`src/rtl/iterdiv_if.sv`:
```
// Operand/result handshake bundle for iterative_divider.
// op encoding: 0 UDIV, 1 SDIV, 2 UMOD, 3 SMOD; op[2] set means non-division.
interface iterdiv_if #(
  parameter int unsigned Width = 64
) ();
  logic             in_valid;
  logic             in_ready;
  logic [2:0]       op;
  logic [Width-1:0] a;
  logic [Width-1:0] b;
  logic             out_valid;
  logic             out_ready;
  logic [Width-1:0] result;
  logic             div_by_zero;
  logic             carry;

  modport master (
    output in_valid, op, a, b, out_ready,
    input  in_ready, out_valid, result, div_by_zero, carry
  );

  modport slave (
    input  in_valid, op, a, b, out_ready,
    output in_ready, out_valid, result, div_by_zero, carry
  );
endinterface

```
`src/rtl/iterative_divider.sv`:
```
// Multi-cycle restoring divide/modulo unit, BitsPerCycle quotient bits per clock.
// Define ITERDIV_EARLY_OUT_EN to skip iteration when |a| < |b|.
module iterative_divider #(
  parameter int unsigned Width        = 64,
  parameter int unsigned BitsPerCycle = 1
) (
  input logic       clk_i,
  input logic       rst_ni,
  input logic       flush_i,
  iterdiv_if.slave  bus
);

  localparam int unsigned NumIter = Width / BitsPerCycle;
  localparam int unsigned CntW    = $clog2(NumIter);

  typedef enum logic [2:0] {StIdle, StPrep, StIter, StFix, StDone} state_e;

  state_e           state_q, state_d;
  logic [2:0]       op_q;
  logic [Width-1:0] a_q, b_q;
  logic [Width-1:0] quo_q, rem_q, dvs_q;
  logic [CntW-1:0]  cnt_q;
  logic             qneg_q, rneg_q, zero_q;
  logic [Width-1:0] result_q;
  logic             carry_q, dbz_q;

  logic             is_div, is_signed, is_mod;
  logic             a_neg, b_neg, b_zero;
  logic [Width-1:0] mag_a, mag_b;
  logic [Width-1:0] quo_nxt, rem_nxt;
  logic [Width:0]   trial;
  logic [Width-1:0] q_signed, r_signed, fix_res;
  logic             fix_carry, fix_dbz;

  assign is_div    = ~op_q[2];
  assign is_signed = op_q[0];
  assign is_mod    = op_q[1];
  assign a_neg     = is_signed & a_q[Width-1];
  assign b_neg     = is_signed & b_q[Width-1];
  assign mag_a     = a_neg ? -a_q : a_q;
  assign mag_b     = b_neg ? -b_q : b_q;
  assign b_zero    = (b_q == '0);

  // Restoring shift-subtract; rem stays below the divisor, so W+1 bits suffice.
  always_comb begin
    rem_nxt = rem_q;
    quo_nxt = quo_q;
    trial   = '0;
    for (int unsigned i = 0; i < BitsPerCycle; i++) begin
      trial   = {rem_nxt, quo_nxt[Width-1]};
      quo_nxt = {quo_nxt[Width-2:0], 1'b0};
      if (trial >= {1'b0, dvs_q}) begin
        trial      = trial - {1'b0, dvs_q};
        quo_nxt[0] = 1'b1;
      end
      rem_nxt = trial[Width-1:0];
    end
  end

  always_comb begin
    q_signed = qneg_q ? -quo_q : quo_q;
    r_signed = rneg_q ? -rem_q : rem_q;
    if (!is_div) begin
      fix_res = '0;
    end else if (zero_q) begin
      fix_res = is_mod ? a_q : '1;
    end else begin
      fix_res = is_mod ? r_signed : q_signed;
    end
    fix_carry = is_div & is_signed & fix_res[Width-1];
    fix_dbz   = is_div & zero_q;
  end

  always_ff @(posedge clk_i or negedge rst_ni) begin
    if (!rst_ni) begin
      state_q <= StIdle;
    end else begin
      state_q <= state_d;
    end
  end

  always_comb begin
    state_d = state_q;
    case (state_q)
      StIdle: if (bus.in_valid) state_d = StPrep;
      StPrep: begin
        if (!is_div || b_zero) begin
          state_d = StFix;
`ifdef ITERDIV_EARLY_OUT_EN
        end else if (mag_a < mag_b) begin
          state_d = StFix;
`endif
        end else begin
          state_d = StIter;
        end
      end
      StIter: if (cnt_q == CntW'(NumIter - 1)) state_d = StFix;
      StFix:  state_d = StDone;
      StDone: if (bus.out_ready) state_d = StIdle;
      default: state_d = StIdle;
    endcase
    if (flush_i) state_d = StIdle;
  end

  always_comb begin
    bus.in_ready    = (state_q == StIdle);
    bus.out_valid   = (state_q == StDone);
    bus.result      = result_q;
    bus.div_by_zero = dbz_q;
    bus.carry       = carry_q;
  end

  always_ff @(posedge clk_i or negedge rst_ni) begin
    if (!rst_ni) begin
      op_q     <= '0;
      a_q      <= '0;
      b_q      <= '0;
      quo_q    <= '0;
      rem_q    <= '0;
      dvs_q    <= '0;
      cnt_q    <= '0;
      qneg_q   <= 1'b0;
      rneg_q   <= 1'b0;
      zero_q   <= 1'b0;
      result_q <= '0;
      carry_q  <= 1'b0;
      dbz_q    <= 1'b0;
    end else if (!flush_i) begin
      case (state_q)
        StIdle: begin
          if (bus.in_valid) begin
            op_q <= bus.op;
            a_q  <= bus.a;
            b_q  <= bus.b;
          end
        end
        StPrep: begin
          quo_q  <= mag_a;
          dvs_q  <= mag_b;
          rem_q  <= '0;
          cnt_q  <= '0;
          qneg_q <= a_neg ^ b_neg;
          rneg_q <= a_neg;
          zero_q <= b_zero;
`ifdef ITERDIV_EARLY_OUT_EN
          if (mag_a < mag_b) begin
            quo_q <= '0;
            rem_q <= mag_a;
          end
`endif
        end
        StIter: begin
          quo_q <= quo_nxt;
          rem_q <= rem_nxt;
          cnt_q <= cnt_q + CntW'(1);
        end
        StFix: begin
          result_q <= fix_res;
          carry_q  <= fix_carry;
          dbz_q    <= fix_dbz;
        end
        default: ;
      endcase
    end
  end

endmodule
```
`src/flat_wrapper.sv`:
```
// flat-port wrapper written by rule: the top's interface ports become plain ports
module iterative_divider_flat 
#(
  parameter int unsigned Width        = 64,
  parameter int unsigned BitsPerCycle = 1
)
  (clk_i, rst_ni, flush_i, bus_in_valid, bus_op, bus_a, bus_b, bus_out_ready, bus_in_ready, bus_out_valid, bus_result, bus_div_by_zero, bus_carry);
  iterdiv_if #(.Width(Width)) bus_i ();
  input logic clk_i;
  input logic rst_ni;
  input logic flush_i;
  input wire logic [$bits(bus_i.in_valid)-1:0] bus_in_valid;
  input wire logic [$bits(bus_i.op)-1:0] bus_op;
  input wire logic [$bits(bus_i.a)-1:0] bus_a;
  input wire logic [$bits(bus_i.b)-1:0] bus_b;
  input wire logic [$bits(bus_i.out_ready)-1:0] bus_out_ready;
  output wire logic [$bits(bus_i.in_ready)-1:0] bus_in_ready;
  output wire logic [$bits(bus_i.out_valid)-1:0] bus_out_valid;
  output wire logic [$bits(bus_i.result)-1:0] bus_result;
  output wire logic [$bits(bus_i.div_by_zero)-1:0] bus_div_by_zero;
  output wire logic [$bits(bus_i.carry)-1:0] bus_carry;
  assign bus_i.in_valid = bus_in_valid;
  assign bus_i.op = bus_op;
  assign bus_i.a = bus_a;
  assign bus_i.b = bus_b;
  assign bus_i.out_ready = bus_out_ready;
  assign bus_in_ready = bus_i.in_ready;
  assign bus_out_valid = bus_i.out_valid;
  assign bus_result = bus_i.result;
  assign bus_div_by_zero = bus_i.div_by_zero;
  assign bus_carry = bus_i.carry;
  iterative_divider #(.Width(Width), .BitsPerCycle(BitsPerCycle)) u_core (.clk_i(clk_i), .rst_ni(rst_ni), .flush_i(flush_i), .bus(bus_i));
endmodule
```
`config.mk`:
```
export PLATFORM = sky130hd
export DESIGN_NAME = iterative_divider_flat
export DESIGN_NICKNAME = d
export VERILOG_FILES = /design/src/rtl/iterdiv_if.sv /design/src/rtl/iterative_divider.sv /design/src/flat_wrapper.sv
export SDC_FILE = /design/constraint.sdc
export NUM_CORES = 1
export LEC_CHECK = 0
export CAP_MARGIN = 25
export CORE_MARGIN = 5
export CORE_UTILIZATION = 54
export DETAILED_ROUTE_END_ITERATION = 16
export MAX_ROUTING_LAYER = met4
export PLACE_DENSITY = 0.75
export SKIP_LAST_GASP = 1
export SLEW_MARGIN = 10
export SYNTH_ARGS = -nofsm -noshare
export SYNTH_HDL_FRONTEND = slang
export SYNTH_SLANG_ARGS = --single-unit
```
`constraint.sdc`:
```
create_clock -name clk_i -period 9.7 [get_ports clk_i]
set_input_delay 1.94 -clock clk_i [delete_from_list [all_inputs] [get_ports clk_i]]
set_output_delay 1.94 -clock clk_i [all_outputs]
set_load 0.03 [all_outputs]
```
run_1/final_placement.png
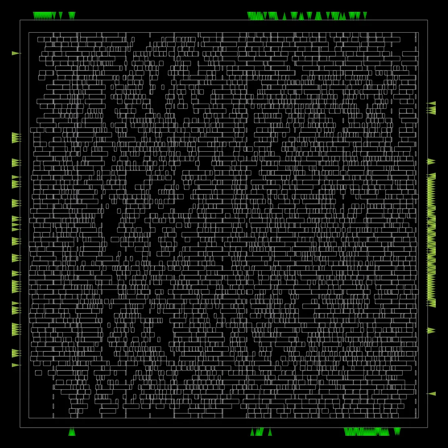
Non-Filler Instances: 3916
Cell Rows: 81
Fillers: 4312
tap cell count: 664

run_1/pdn.png
(2 px per um) Pins as bars on the die edge.
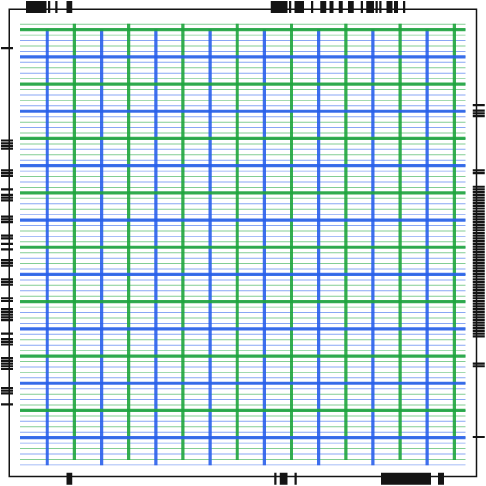
- VSS: blue
- VDD: green
- met5 straps: 16
- signal pins: 204
- met4 straps: 16
maximum VDD drop: 0.2195 mV
core box area: 49050 sq um
Die Width: 232.9 um

run_1/wire_density.png
(1.5 px per um) The die is cut into 23 by 23 equal tiles; dark purple is low, yellow is high, scaled to the fullest tile. Values are wire area over tile area, all layers added.
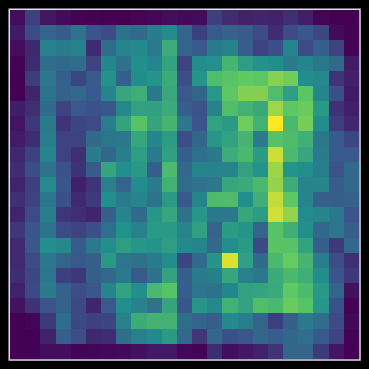
- fullest tile: 0.68
- mean over tiles: 0.25
- tiles over half the peak: 26%
WL final: 82.69 mm
via count: 24540
GRT Overall Usage: 0.3067

==> results.txt, run 1 <==
run metrics: Post-synth top flop=dfrtp_1, Yosys top cell by instances=nand2_1, Clock buf/inv share=0.04994, Mux cell area share=0.05947, Reg2Reg Depth=13, Crit Path Class=reg2reg, Detail Placement HPWL=60.25 mm, Slew HR=0.2905, combinational share of power=0.592, Sink Count=401, leakage=12.87 nW, Comb area=15660 sq um, YS chip area=26820 sq um, Cell area leaders=dfrtp_1 (37%), nand2_1 (5.7%), o21ai_0 (5.6%), GRT overflow=0, Register Area=10040 sq um, GP Congestion=0.9764, Util after Layout=0.6287, Worst-Margin Slew=1.064 ns, first-pass GRT wire length=130.8 mm, met2 WL=37.33 mm, clock tree buffer depth=3, Num CTS Buffers=46, Synth warnings=0, Power Clock=0.00178 W, flop count=401, cell type with the largest total area=dfrtp_1, final sum of negative setup slack=0 ns, WL/cell=21.12 um, Reg2Reg Setup Slack=4.78 ns, hold_ws=0.4756 ns, Comb. pwr=0.00733 W, Worst EP required=10.18 ns, vias in the first global route=23280, Post-synth ARST share=1.000, Slew Limit Fails=0, unrepaired setup endpoints after global routing=false, iteration count of the initial detailed-routing pass=6, Cell Int Power=0.006122 W, power share of the sequential group=0.264, XOR/XNOR share of the synthesized area=0.09600, CP cell instances=ha_1 -> nand2_1 -> o21ai_0 -> nand2_1 -> a21oi_1 -> o21ai_1 -> o31ai_2 -> a21oi_1 -> o41ai_4 -> buf_4 -> nand2_1 -> buf_4 -> a311o_1, Leading cell kind=multi-input combinational cells, DRT iter0 DRCs=2690, die area=54230 sq um, fin crit period=4.917 ns, tool warning count=32, crit path to=u_core.rem_q[7], flop share of the area=0.3255, Top Layer Used=met4, root buf cell=clkbuf_16, WL met1=36.12 mm, EDFF count, synth=0, seq pwr=0.00327 W, Reg clk slew, reported paths=0.06 ns, outcome=completed, combinational share of cell area=0.5077, Inverters=94, Latency at later pin=0.60 ns, syn_area_per_cell=8.513 sq um, critical path capture point type=flop, CTS tree=yes, PostCTS Resize Cnt=0, Layout non-clock buf frac=0.07851, Total Power=0.01238 W, Hold Path Class=reg2reg, critical path's slowest cell=o31ai_2, AND/OR/NAND/NOR Cells, Area Fraction=0.1717, busiest grt layer=met2, Adder Share, Synth=0.03293, non-clock buffer count=237, Hold Crit Depth=2, Clock power frac=0.143
[run 1: cell usage in the layout, fill, tap and decap left out, types with 16 or more instances in the layout]
| cell type | netlist | final |
|---|---|---|
| or3_1 | 41 | 41 |
| nor2_1 | 211 | 207 |
| clkdlybuf4s50_1 | 0 | 202 |
| and3_1 | 16 | 16 |
| o211ai_1 | 123 | 123 |
| nand3_1 | 71 | 69 |
| ha_1 | 69 | 69 |
| a221o_1 | 20 | 20 |
| nor4_1 | 40 | 40 |
| o41ai_1 | 23 | 23 |
| o221ai_1 | 16 | 16 |
| or4_1 | 32 | 32 |
| mux2_2 | 131 | 131 |
| dfrtp_1 | 401 | 399 |
| nand2_1 | 409 | 408 |
| a211oi_1 | 17 | 17 |
| inv_1 | 93 | 93 |
| xnor2_1 | 143 | 143 |
| nand4_1 | 39 | 39 |
| clkbuf_16 | 0 | 46 |
| o21ai_0 | 298 | 298 |
| a21oi_1 | 217 | 217 |
| a21o_1 | 40 | 40 |
| o31ai_1 | 76 | 76 |
| xor2_1 | 151 | 151 |
| nor3_1 | 56 | 55 |
| a31oi_1 | 20 | 20 |
| buf_4 | 2 | 23 |
[run 1: worst max-delay path: cells and delay by family, from the launching register on]
family / cells / cell delay, ns
AND/OR/NAND/NOR: 3 / 0.69
adder cells (fa/ha/maj): 1 / 0.45
flip-flops: 1 / 0.47
buffers and inverters: 2 / 0.71
AND-OR/OR-AND: 7 / 2.44
[run 1: stage by stage]
stage | cell area, sq um | setup slack (ns)
after floorplan | 26820 | 6.131
after global placement | 29110 | 3.905
after detailed placement | 29180 | 4.547
after CTS | 30720 | 4.874
after global routing | 30840 | 4.569
final | 30840 | 4.783
==> inputs of run 2 (changes only) <==
- PLACE_DENSITY: 0.75 -> 0.77
- clock period: 9.7 -> 4.4 ns (I/O delays scaled with it)
run_2/zoom.png
Region (91, 138) to (141, 188) um. Cells in grey, sequential cells in the stronger grey; small squares are vias.
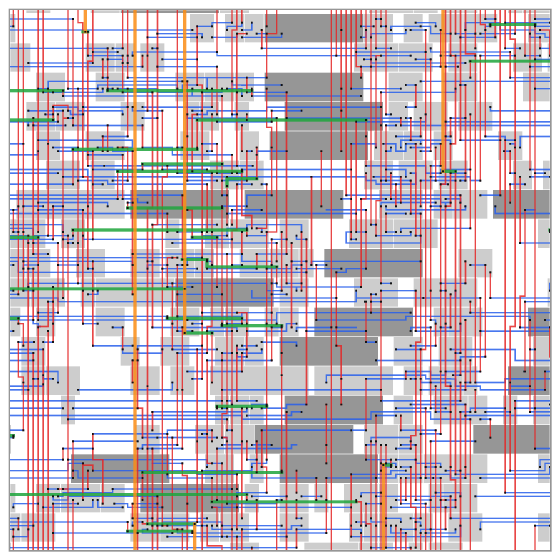
- met1: blue
- met4: orange
- met2: red
- met3: green
- netlist names of flops here include: u_core.rem_q (15)
- most frequent: o211ai_1 (19), nand2_1 (18), dfrtp_1 (17)
- cells with their middle in the window: 163
- sequential cells in the window: 17

run_2/wire_density.png
(1.5 px per um) The die is cut into 23 by 23 equal tiles; dark purple is low, yellow is high, scaled to the fullest tile. Values are wire area over tile area, all layers added.
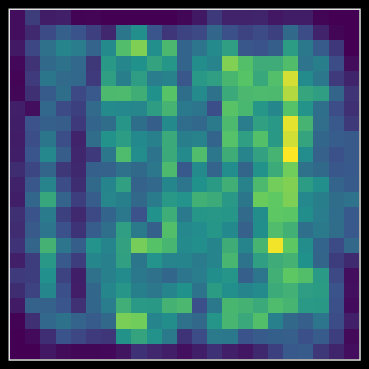
- fullest tile: 0.69
- mean over tiles: 0.26
- tiles over half the peak: 27%
- nearly empty tiles: 3.8%

run_2/final_placement.png
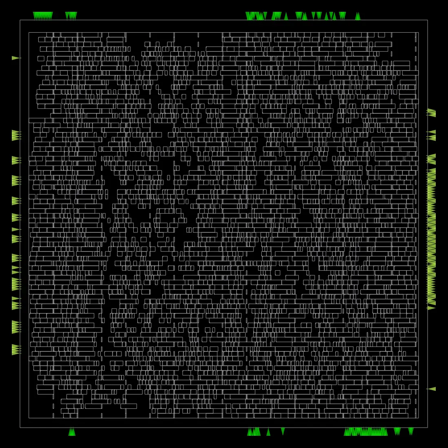
Non-Filler Instances: 3964
flop count: 401
Util after Layout: 0.6365
Fillers: 4228
flop share of the area: 0.3215

==> results.txt, run 2 <==
run metrics: outcome=completed, Cell Rows=81, Crit path depth=11, Cell area leaders=dfrtp_1 (37%), nand2_1 (5.7%), o21ai_0 (5.6%), WL/cell=21.65 um, most instantiated logic cell after routing=nand2_1, PostCTS Resize Cnt=0, critical path capture point type=flop, Yosys top cell by instances=nand2_1, CP cell instances=or4_1 -> or2_2 -> nor4_1 -> buf_4 -> nand4b_1 -> or4_4 -> o31ai_1 -> xor2_1 -> o21ai_0 -> a32oi_1 -> o21ai_0, iteration count of the initial detailed-routing pass=5, Post-synth top flop=dfrtp_1, non-clock buffer count=285, vias in the first global route=23950, Reg2Reg Setup Slack=0.14 ns, GRT Overall Usage=0.3165, DRT iter0 DRCs=2445, via count=24970, Slew HR=0.3503, Clock buf/inv share=0.04893, WL final=85.82 mm, Register Area=10040 sq um, crit path to=u_core.bus.result[57], Reg2Reg Depth=11, Worst-Margin Slew=0.9722 ns, Die Width=232.9 um, busiest grt layer=met2, tool warning count=32, hold_ws=0.3879 ns, final sum of negative setup slack=0 ns, Num CTS Buffers=47, tap cell count=664, Top Family by Delay on Critical Path=simple AND/OR/NAND/NOR gates, CP Buf/Inv Count=1, cell type with the largest total area=dfrtp_1, GP Congestion=0.9984, Layout non-clock buf frac=0.09025, syn_area_per_cell=8.513 sq um, unrepaired setup endpoints after global routing=false, first-pass GRT wire length=134.1 mm, Comb area=15660 sq um, Synth warnings=0, Final Instance Area=31220 sq um, EDFF count, synth=0, core box area=49050 sq um, Sink Count=401, clock tree buffer depth=3, Crit Path Class=reg2reg
## run 2: cell types whose count changed in the layout (fill, tap and decap cells not counted), moves of 3 or more
cell / change
buf_16: -3
buf_12: +9
buf_4: +46
clkbuf_8: -6
clkbuf_1: +12
clkinv_2: -6
## run 2: worst min-delay path by stage
stage | cells after the start | slack (ns) | endpoint | from
after global routing | 1 | 0.45 | u_core.bus.result[23] | rst_ni
after CTS | 1 | 0.40 | u_core.a_q[10] | rst_ni
after global placement | 2 | 0.46 | u_core.qneg_q | u_core.qneg_q
after floorplan | 2 | 0.45 | u_core.dvs_q[10] | u_core.dvs_q[10]
after detailed placement | 1 | 0.47 | u_core.bus.result[25] | u_core.bus.result[25]
final | 1 | 0.39 | u_core.a_q[21] | rst_ni
## run 2: cells by family after synthesis
logic type,share of synthesized area
flops,0.3741
compound gates,0.2212
xor+xnor,0.09600
mux,0.05947
simple gates,0.1717
fa+ha+maj,0.03293
buf+inv,0.04464
## run 2: metrics by stage
| stage | worst slack [ns] | total power (W) |
|---|---|---|
| 2_1_floorplan | 0.8312 | 0.01817 |
| 3_3_place_gp | 0.2871 | 0.02342 |
| 3_5_place_dp | 0.2503 | 0.02367 |
| 4_1_cts | 0.2342 | 0.02772 |
| 5_1_grt | 0.1309 | 0.02988 |
| 6_report | 0.1425 | 0.02804 |
## run 2: power by group
group	internal [W]	switching (W)	total (W)	leakage, nW
sequential	0.00509	0.00209	0.00718	5.04
combinational	0.00659	0.0104	0.0169	7.29
clock	0.00232	0.00161	0.00392	0.751
total	0.0140	0.0140	0.0280	13.1
## run 2: per-layer routing
layer / up-vias / share of wire
met5: - / 0
met4: 0 / 0.026
met3: 159 / 0.083
met2: 1159 / 0.45
met1: 12060 / 0.44
li1: 11600 / -
No activity file was given, so power comes from the tool's default toggle rates.
